Figure 1. Wiring heat map.
Scale: 2 px per um. The die is cut into 36 by 36 equal tiles; white is low, dark blue is high, scaled to the fullest tile. Values are wire area over tile area, all layers added.
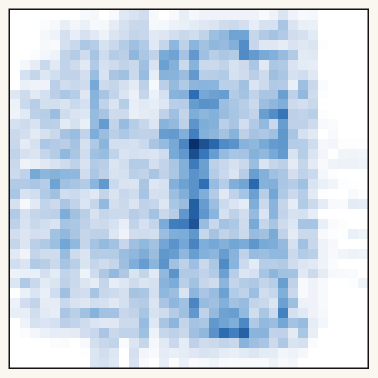
Figure 2. Placed standard cells.
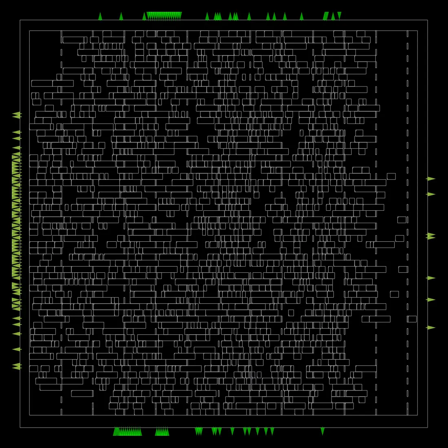
Figure 3. Placed cells, one color a class.
Scale: 3 px per um.
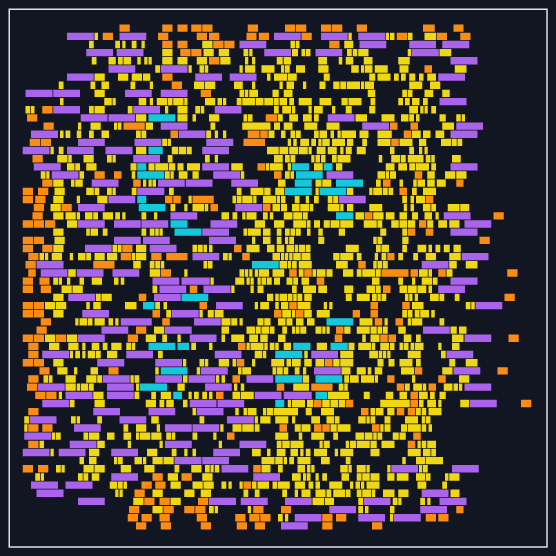
Figure 4. The metal 3 layer.
Scale: 1.5 px per um. Cells faint in the background.
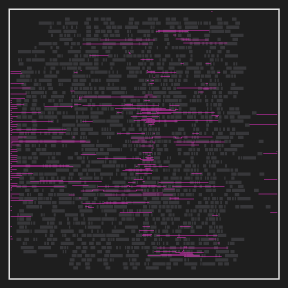
`src/rtl/mcycle_unit.sv`:
```
// Multi-cycle shift-add multiplier / restoring divider, one bit per cycle.
// Optional two's-complement support is enabled with `define MCYCLE_SIGNED_EN.
module mcycle_unit #(
  parameter int unsigned WIDTH = 32
) (
  input  logic             CLK,
  input  logic             Reset,
  input  logic             Start,
  input  logic             MCycleOp,
`ifdef MCYCLE_SIGNED_EN
  input  logic             Signed,
`endif
  input  logic [WIDTH-1:0] Operand1,
  input  logic [WIDTH-1:0] Operand2,
  output logic [WIDTH-1:0] Result1,
  output logic [WIDTH-1:0] Result2,
  output logic             Busy,
  output logic             Done
);

  localparam int unsigned CW = $clog2(WIDTH);

  typedef enum logic {
    ST_IDLE    = 1'b0,
    ST_COMPUTE = 1'b1
  } state_e;

  state_e             state_q, state_d;
  logic [CW-1:0]      count_q;
  logic               is_div_q;
  logic               neg_quo_q, neg_rem_q;
  logic [WIDTH-1:0]   hi_q, lo_q, b_q;
  logic [WIDTH-1:0]   res1_q, res2_q;
  logic               done_q;

  logic               last_c;
  logic [WIDTH-1:0]   mag_a, mag_b;
  logic               sgn_a, sgn_b;
  logic [WIDTH:0]     mul_sum, div_shift, div_trial;
  logic [WIDTH-1:0]   hi_d, lo_d;
  logic [2*WIDTH-1:0] prod_fix;
  logic [WIDTH-1:0]   res1_d, res2_d;

  assign last_c  = (count_q == CW'(WIDTH - 1));
  assign Result1 = res1_q;
  assign Result2 = res2_q;
  assign Done    = done_q;

  // State register
  always_ff @(posedge CLK or negedge Reset) begin
    if (!Reset) state_q <= ST_IDLE;
    else        state_q <= state_d;
  end

  // Next-state logic
  always_comb begin
    state_d = state_q;
    case (state_q)
      ST_IDLE:    if (Start)  state_d = ST_COMPUTE;
      ST_COMPUTE: if (last_c) state_d = ST_IDLE;
      default:    state_d = ST_IDLE;
    endcase
  end

  // Stall request: asserted in the accepting cycle so the issuer holds
  always_comb begin
    Busy = 1'b0;
    case (state_q)
      ST_IDLE:    Busy = Start;
      ST_COMPUTE: Busy = 1'b1;
      default:    Busy = 1'b0;
    endcase
  end

  // Operand magnitudes; a zero divisor keeps raw operands so the core yields ~0 / dividend
  always_comb begin
    mag_a = Operand1;
    mag_b = Operand2;
    sgn_a = 1'b0;
    sgn_b = 1'b0;
`ifdef MCYCLE_SIGNED_EN
    if (Signed && !(MCycleOp && (Operand2 == '0))) begin
      sgn_a = Operand1[WIDTH-1];
      sgn_b = Operand2[WIDTH-1];
    end
    if (sgn_a) mag_a = WIDTH'(-Operand1);
    if (sgn_b) mag_b = WIDTH'(-Operand2);
`endif
  end

  // One iteration: hi holds product-high / remainder, lo holds multiplier / quotient
  always_comb begin
    mul_sum   = {1'b0, hi_q} + (lo_q[0] ? {1'b0, b_q} : (WIDTH+1)'(0));
    div_shift = {hi_q, lo_q[WIDTH-1]};
    div_trial = div_shift - {1'b0, b_q};
    if (is_div_q) begin
      hi_d = div_trial[WIDTH] ? div_shift[WIDTH-1:0] : div_trial[WIDTH-1:0];
      lo_d = {lo_q[WIDTH-2:0], ~div_trial[WIDTH]};
    end else begin
      hi_d = mul_sum[WIDTH:1];
      lo_d = {mul_sum[0], lo_q[WIDTH-1:1]};
    end
  end

  // Sign correction applied on the completion edge
  always_comb begin
    prod_fix = {hi_d, lo_d};
    if (neg_quo_q) prod_fix = (2*WIDTH)'(-prod_fix);
    if (is_div_q) begin
      res1_d = neg_quo_q ? WIDTH'(-lo_d) : lo_d;
      res2_d = neg_rem_q ? WIDTH'(-hi_d) : hi_d;
    end else begin
      res1_d = prod_fix[WIDTH-1:0];
      res2_d = prod_fix[2*WIDTH-1:WIDTH];
    end
  end

  // Datapath and result registers
  always_ff @(posedge CLK or negedge Reset) begin
    if (!Reset) begin
      count_q   <= '0;
      is_div_q  <= 1'b0;
      neg_quo_q <= 1'b0;
      neg_rem_q <= 1'b0;
      hi_q      <= '0;
      lo_q      <= '0;
      b_q       <= '0;
      res1_q    <= '0;
      res2_q    <= '0;
      done_q    <= 1'b0;
    end else begin
      done_q <= 1'b0;
      case (state_q)
        ST_IDLE: begin
          if (Start) begin
            count_q   <= '0;
            is_div_q  <= MCycleOp;
            neg_quo_q <= sgn_a ^ sgn_b;
            neg_rem_q <= sgn_a;
            hi_q      <= '0;
            lo_q      <= MCycleOp ? mag_a : mag_b;
            b_q       <= MCycleOp ? mag_b : mag_a;
          end
        end
        ST_COMPUTE: begin
          hi_q    <= hi_d;
          lo_q    <= lo_d;
          count_q <= count_q + CW'(1);
          if (last_c) begin
            count_q <= '0;
            res1_q  <= res1_d;
            res2_q  <= res2_d;
            done_q  <= 1'b1;
          end
        end
        default: count_q <= '0;
      endcase
    end
  end

endmodule

```
`config.mk`:
```
export PLATFORM = sky130hd
export DESIGN_NAME = mcycle_unit
export DESIGN_NICKNAME = d
export VERILOG_FILES = /design/src/rtl/mcycle_unit.sv
export SDC_FILE = /design/constraint.sdc
export NUM_CORES = 1
export LEC_CHECK = 0
export ABC_CLOCK_PERIOD_IN_PS = 3800
export CELL_PAD_IN_SITES_DETAIL_PLACEMENT = 0
export CELL_PAD_IN_SITES_GLOBAL_PLACEMENT = 1
export CORE_MARGIN = 4
export CORE_UTILIZATION = 40
export CTS_CLUSTER_SIZE = 14
export DETAILED_ROUTE_END_ITERATION = 7
export GPL_ROUTABILITY_DRIVEN = 1
export PLACE_DENSITY = 0.75
export SKIP_LAST_GASP = 1
export SYNTH_ARGS = -nofsm -noshare
export SYNTH_HDL_FRONTEND = slang
export SYNTH_SLANG_ARGS = --single-unit
```
`constraint.sdc`:
```
create_clock -name CLK -period 3.8 [get_ports CLK]
set_clock_uncertainty 0.2 [all_clocks]
set_input_delay 0.76 -clock CLK [delete_from_list [all_inputs] [get_ports CLK]]
set_output_delay 0.76 -clock CLK [all_outputs]
set_load 0.005 [all_outputs]
```
==> flow_metrics.tcl <==
# metrics dict for downstream scripts
set metrics [dict create \
    die_h_um 178.8 \
    layoutNonFillerInstCount 1887 \
    drive_gt1_frac 0.1191 \
    yosys_area_sq_um 11660 \
    crit_slowest_cell "fa_1" \
    p_leak_nw 6.664 \
    maxSlewHeadroom 0.5682 \
    setup_tns_ns 0 \
    clkTransAtPathRegs_ns 0.08 \
    end_kind "flip-flop" \
    cts_max_path_buffers 2 \
    n_antenna_cell 0 \
    critical_path_arrival_ns 3.82 \
    cts_tree "built" \
    synth_stat.cells 1323 \
    dp_worst_setup_slack_ns -0.01711 \
    path_max_fanout 3 \
    tightest_slew_ns 0.6476 \
    syn_area_per_cell_sq_um 8.817 \
    syn2layout_area_growth_pct 25.63 \
    grt_use_total 0.2279 \
    placed_cell_area_sq_um 13880 \
    dp.cells 1849 \
    grt_max_degree 101 \
    crit_required_ns 3.95 \
    htree_levels 4 \
    portBuffers 133 \
    ir_worst_vdd_v 0.0003868 \
    powerDensity_nw_per_um2 1070 \
    synthCells 1323 \
    via_count 10390 \
    ant_nets 0 \
    flop_cell "dfrtp_1" \
    ys_types 64 \
    numClockSinks 168 \
    syn_nets 1459 \
    timing.critical_path.cells "and2_1 -> ha_1 -> fa_1 -> a21oi_2 -> o211ai_1 -> a211oi_1 -> buf_4 -> o31a_1 -> buf_4 -> o21ai_0 -> a21o_1 -> a21oi_1 -> xor2_1 -> mux2_2 -> o21ai_1" \
    ios 134 \
    regToRegStartpoint "b_q[0]" \
    warnings 29 \
    run_status "complete, no violations" \
    rr_worst_depth 15 \
    clk_latency_ns 0.44 \
    drt-total-wl_um 36580 \
    synthArstFlopShare 1.000 \
    cp_slowest_stage_delay_ns 0.46 \
    hold_viol 0 \
    crit_type "flip-flop to flip-flop" \
    chipArea_sq_um 31960 \
    synth-edff-count 0 \
]
## Picture notes: Figure 1
nearly empty tiles	14%
mean over tiles	0.18
fullest tile	0.75
densest ninth of the die	center
tiles over half the peak	7.8%

## Picture notes: Figure 2
Flops: 168
area of the core: 28700 sq um
tap cell count: 384

## Picture notes: Figure 3
color	class	cells
orange	other buffers and delay cells	222
cyan	clock drivers and dummy loads	32
purple	flip-flops	168
yellow	all other logic	1081

## Picture notes: Figure 4
main direction	horizontal
share of all routed wire	6.5%
wire length on this layer	2360 um
longest straight run	56.1 um
nets with wire on the layer	154

cells by family after synthesis:
group,synth area share
DFF,0.3604
adders and majority gates,0.07423
buffers and inverters,0.04344
and+or+nand+nor,0.1379
AOI/OAI and AO/OA,0.2184
muxes,0.1236
xor gates and xnor gates,0.04205
report_power, final:
group	internal, mW	switching (mW)	total, mW
combinational	4.84	5.57	10.4
clock	0.914	0.916	1.83
sequential	2.64	0.792	3.43
Yosys cell counts (all sizes together), types with 7 or more instances:
| master | count | share of area |
|---|---|---|
| dfrtp | 168 | 0.36 |
| nand2 | 150 | 0.048 |
| o21ai | 143 | 0.062 |
| mux2i | 117 | 0.10 |
| a21oi | 97 | 0.042 |
| nor2 | 83 | 0.027 |
| ha | 66 | 0.071 |
| clkbuf | 61 | 0.020 |
| inv | 54 | 0.017 |
| and2 | 38 | 0.020 |
| a21o | 35 | 0.023 |
| a211oi | 34 | 0.022 |
| xnor2 | 32 | 0.024 |
| mux2 | 24 | 0.023 |
| nand3 | 24 | 0.010 |
| xor2 | 24 | 0.018 |
| o211ai | 20 | 0.013 |
| and3 | 16 | 0.0094 |
| a22o | 14 | 0.011 |
| nor3 | 14 | 0.0060 |
| buf | 13 | 0.0058 |
| o21a | 10 | 0.0064 |
| o21bai | 8 | 0.0051 |
| nand4 | 7 | 0.0038 |
| nor2b | 7 | 0.0038 |
how the worst max path moves through the flow:
stage	from	end	slack, ns	depth (start not counted)
after floorplan	lo_q[31]	Result2[23]	0.21	15
final	b_q[0]	hi_q[17]	0.13	15
after detailed placement	lo_q[0]	Result2[17]	-0.02	15
after global placement	b_q[0]	Result2[28]	0.04	14
after global routing	lo_q[0]	Result2[30]	-0.05	16
after CTS	lo_q[0]	hi_q[17]	0.04	15
layout make-up:
type                            instances  area [sq um]  share of cell area
Inverter                               56         210.2             0.01434
Sequential cell                       168          4210              0.2873
Tap cell                              384         480.5             0.03279
Timing Repair Buffer                  222          2098              0.1432
Clock buffer                           18         439.2             0.02997
Clock inverter                         14         175.2             0.01195
Multi-Input combinational cell       1025          7041              0.4804
repair_timing:
action | 4_1_cts | 5_1_grt
setup buffers | 2 | 3
cloned | 1 | 1
setup endpoints to repair | 4 | 40
endpoints found under the hold margin | 0 | 0
pin swaps | 1 | 2
gates resized | 1 | 23
placed cells by master (no fill, tap or decap), types with 53 or more instances in the layout:
master,instances
dfrtp_1,165
nand2_1,148
o21ai_0,133
clkdlybuf4s50_1,131
mux2i_1,115
a21oi_1,90
nor2_1,81
buf_4,80
ha_1,66
inv_1,53
worst max-delay path, delay by kind of cell, from the launching register on:
kind | cells | cell delay [ns]
adder cells (fa/ha/maj) | 2 | 0.68
AND-OR/OR-AND | 8 | 1.39
multiplexers | 1 | 0.31
buffers and inverters | 2 | 0.30
XOR/XNOR | 1 | 0.09
flip-flops | 1 | 0.43
AND/OR/NAND/NOR | 1 | 0.18
routing by layer:
layer,routed length (um),track usage
met1,18230,0.3501
met2,15620,0.3433
met4,363,0.03678
met5,0,0
met3,2364,0.03669
sequential cells by signal, summed over array words and instances, names as in the netlist:
register / count
b_q: 32
Result2: 32
lo_q: 32
is_div_q: 1
Result1: 32
hi_q: 32
state_q: 1
count_q: 5
Done: 1
